Design bcd_entry, sky130hd; sources not shown.
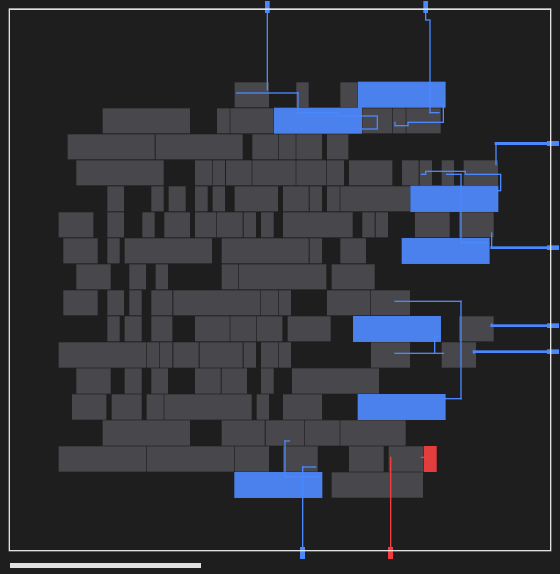
Figure 1: port wiring.
Bar = 20 microns.
[red] `reset` | direction: input | end cells: 1 | buffers: 1 | wire: 10.0 microns
[blue] `value` | direction: output | end cells: 7 | buffers: 7 | wire: 142 microns
Boundary Pins: 19
port bufs: 18

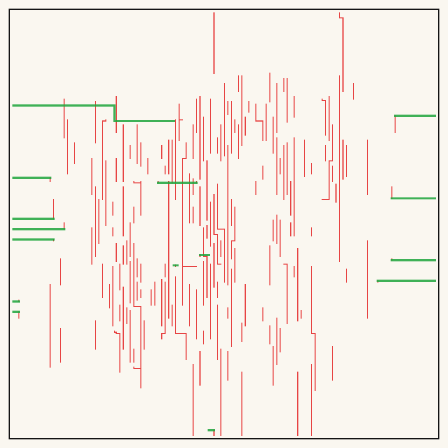
Figure 2: metal layers overlaid.
Two of the layers only.
[red] metal 2 | wire length: 908 microns
[green] metal 3 | wire length: 78.0 microns
DR WL/cell: 12.9 microns
drt total wl: 1920 microns
vias after detailed routing: 780

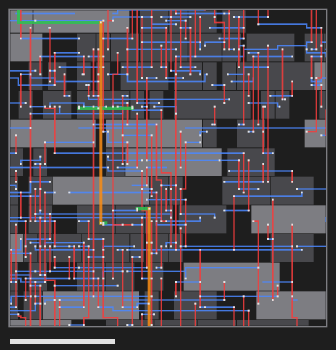
Figure 3: layout detail.
Bar = 10 microns. Window x 13 to 43, y 13 to 43 microns. Cells in gray, sequential cells in the stronger gray; small squares are vias.
[green] metal 3
[blue] metal 1
[orange] metal 4
[red] metal 2
sequential cells in the window: 9
cells with their middle in the window: 71
most frequent: nand2_1 (10), inv_1 (9), dfrtp_1 (9)

==> summary.txt <==
run results: status=finished, final reports clean, kind of cell adding the most delay to the critical path=adder cells, starting utilization of the core area=55.0%, GRT Total Usage=13.3%, period utilisation layout=76.3%, top cells by count=dfrtp_1 (21), nand2_1 (15), inv_1 (11), a21oi_1 (10), ha_1 (9), Vias/cell=5.23, placed cell count=145, Hold Violations, Final=0, antenna cells=0, fin crit period=2.06 ns, Core Region=0.00200 sq mm, register area share after synthesis=50.1%, r2r worst-path depth=8, Synth Area per Inst=10.7 sq um, Async SR Flop Fraction=100%, most frequent CP cell=inv_1, crit path cell chain=inv_1, fa_1, inv_1, ha_1, a21o_1, a21oi_1, xor2_1, o21ai_1, count leader, synth=dfrtp_1, Finished Layout Cells=149, Post-CTS Resized=0, critical path's largest stage delay=0.58 ns, drt first pass iters=5, setup TNS=0 ns, OpenROAD warnings=27, Worst Hold Path Cells=1, Final ANT Viol Nets=0, antenna violations before repair=0, Overflow after GRT=0, CP bufs+invs=2, R2R setup slack=0.64 ns, Residual DRC=0, filler instances=170, CTS Hold Bufs=0, warnings from Yosys=0, cell type with the largest total area=dfrtp_1, Detailed Route Iter0 Violations=9, pin count of the biggest net entering global routing=23, Unique masters post-synth=26, floorplan row count=16, peak supply drop=0.332 mV, max_cap viols=0, Critical Path AT=2.24 ns, Final Hold Slack=0.500 ns, GP Congestion=0.789, CTS Buffer Depth=2, Worst EP required=2.88 ns, biggest area cells=dfrtp_1 (48%), ha_1 (10%), nand2_1 (5.1%), a21oi_1 (4.5%), mux2_1 (4.1%), Setup Fix Bufs, Post-CTS=0, Post-DP HPWL=1460 microns, Min-Delay Path Class=reg -> reg, Layout Nets=142, clk_lat worst skew=0.30 ns, PD cells=440 mW/mm^2, WS Path Type=reg -> reg, Slowest cell on crit path=fa_1, first-pass GRT wire length=3410 microns, Setup Skew=0.00492 ns, Post-Syn Nets=122, fmax=485 MHz, Finish-stage setup viols=0, share of layout cells above drive strength 1=4.92%, Setup crit end kind=flip-flop, EDFF count, synth=0, clock sink count=22, cells after synthesis=103, Clk pin slew, worst setup/hold paths=0.12 ns
[power by group]
| part | internal, mW | total, mW | switching, mW | leakage (nW) |
|---|---|---|---|---|
| clock network | 0.0575 | 0.151 | 0.0932 | 0.0150 |
| logic | 0.0379 | 0.0814 | 0.0434 | 0.309 |
| registers | 0.343 | 0.351 | 0.00835 | 0.298 |
[cell families (layout without fill, tap and decap cells)]
group                    after synthesis  after routing  share of synthesized area, %
buffers and inverters                 14             33                          5.00
flip-flops                            22             22                          50.1
multiplexers                           5              5                          5.00
adder cells (fa/ha/maj)               11             11                          13.9
XOR/XNOR                               2              2                          1.59
AND-OR/OR-AND                         20             20                          10.8
AND/OR/NAND/NOR                       29             29                          13.6
[layer usage]
layer / GRT usage, % / vias up / wire [microns] / part of all wire [%]
met4: 6.78 / 0 / 42 / 2.2
met5: 0 / - / 0 / 0
met1: 17.3 / 377 / 892 / 46
li1: - / 383 / - / -
met3: 2.29 / 4 / 77 / 4.0
met2: 21.1 / 16 / 907 / 47
[cells in the final DEF (no fill, tap or decap), types with 2 or more instances in the layout]
| cell | count |
|---|---|
| clkbuf_4 | 3 |
| a21oi_1 | 10 |
| fa_1 | 2 |
| inv_1 | 11 |
| nor2_1 | 2 |
| nand2_1 | 15 |
| nand3b_1 | 3 |
| o21bai_1 | 2 |
| clkdlybuf4s50_1 | 18 |
| o21ai_1 | 3 |
| xor2_1 | 2 |
| o21a_1 | 2 |
| mux2_1 | 4 |
| ha_1 | 9 |
| nor3_1 | 4 |
| dfrtp_1 | 21 |
[per-stage QoR]
step,utilization [%],setup WS (ns),power (mW),instance area (sq um)
2_1_floorplan,-,0.762,0.404,1100
3_3_place_gp,65.0,0.690,0.438,1300
3_5_place_dp,65.0,0.636,0.441,1300
4_1_cts,66.3,0.620,0.593,1330
5_1_grt,66.3,0.518,0.613,1330
6_report,66.3,0.640,0.584,1330
[area by class of cell]
type	instances	area, sq um	area share (%)
well taps	27	33.8	2.54
clock buffers	4	26.3	1.98
inverters	11	41.3	3.11
multi-input cells	67	494	37.2
repair buffers	18	180	13.6
flip-flops and latches	22	552	41.6
[worst reg2reg max path: cells and delay by family, from the launching register on]
kind                     cells  cell delay, ns
adder cells (fa/ha/maj)      2            0.87
flip-flops                   1            0.39
buffers and inverters        2            0.13
XOR/XNOR                     1            0.17
AND-OR/OR-AND                3            0.39
Power is estimated from default activity; no workload was simulated.
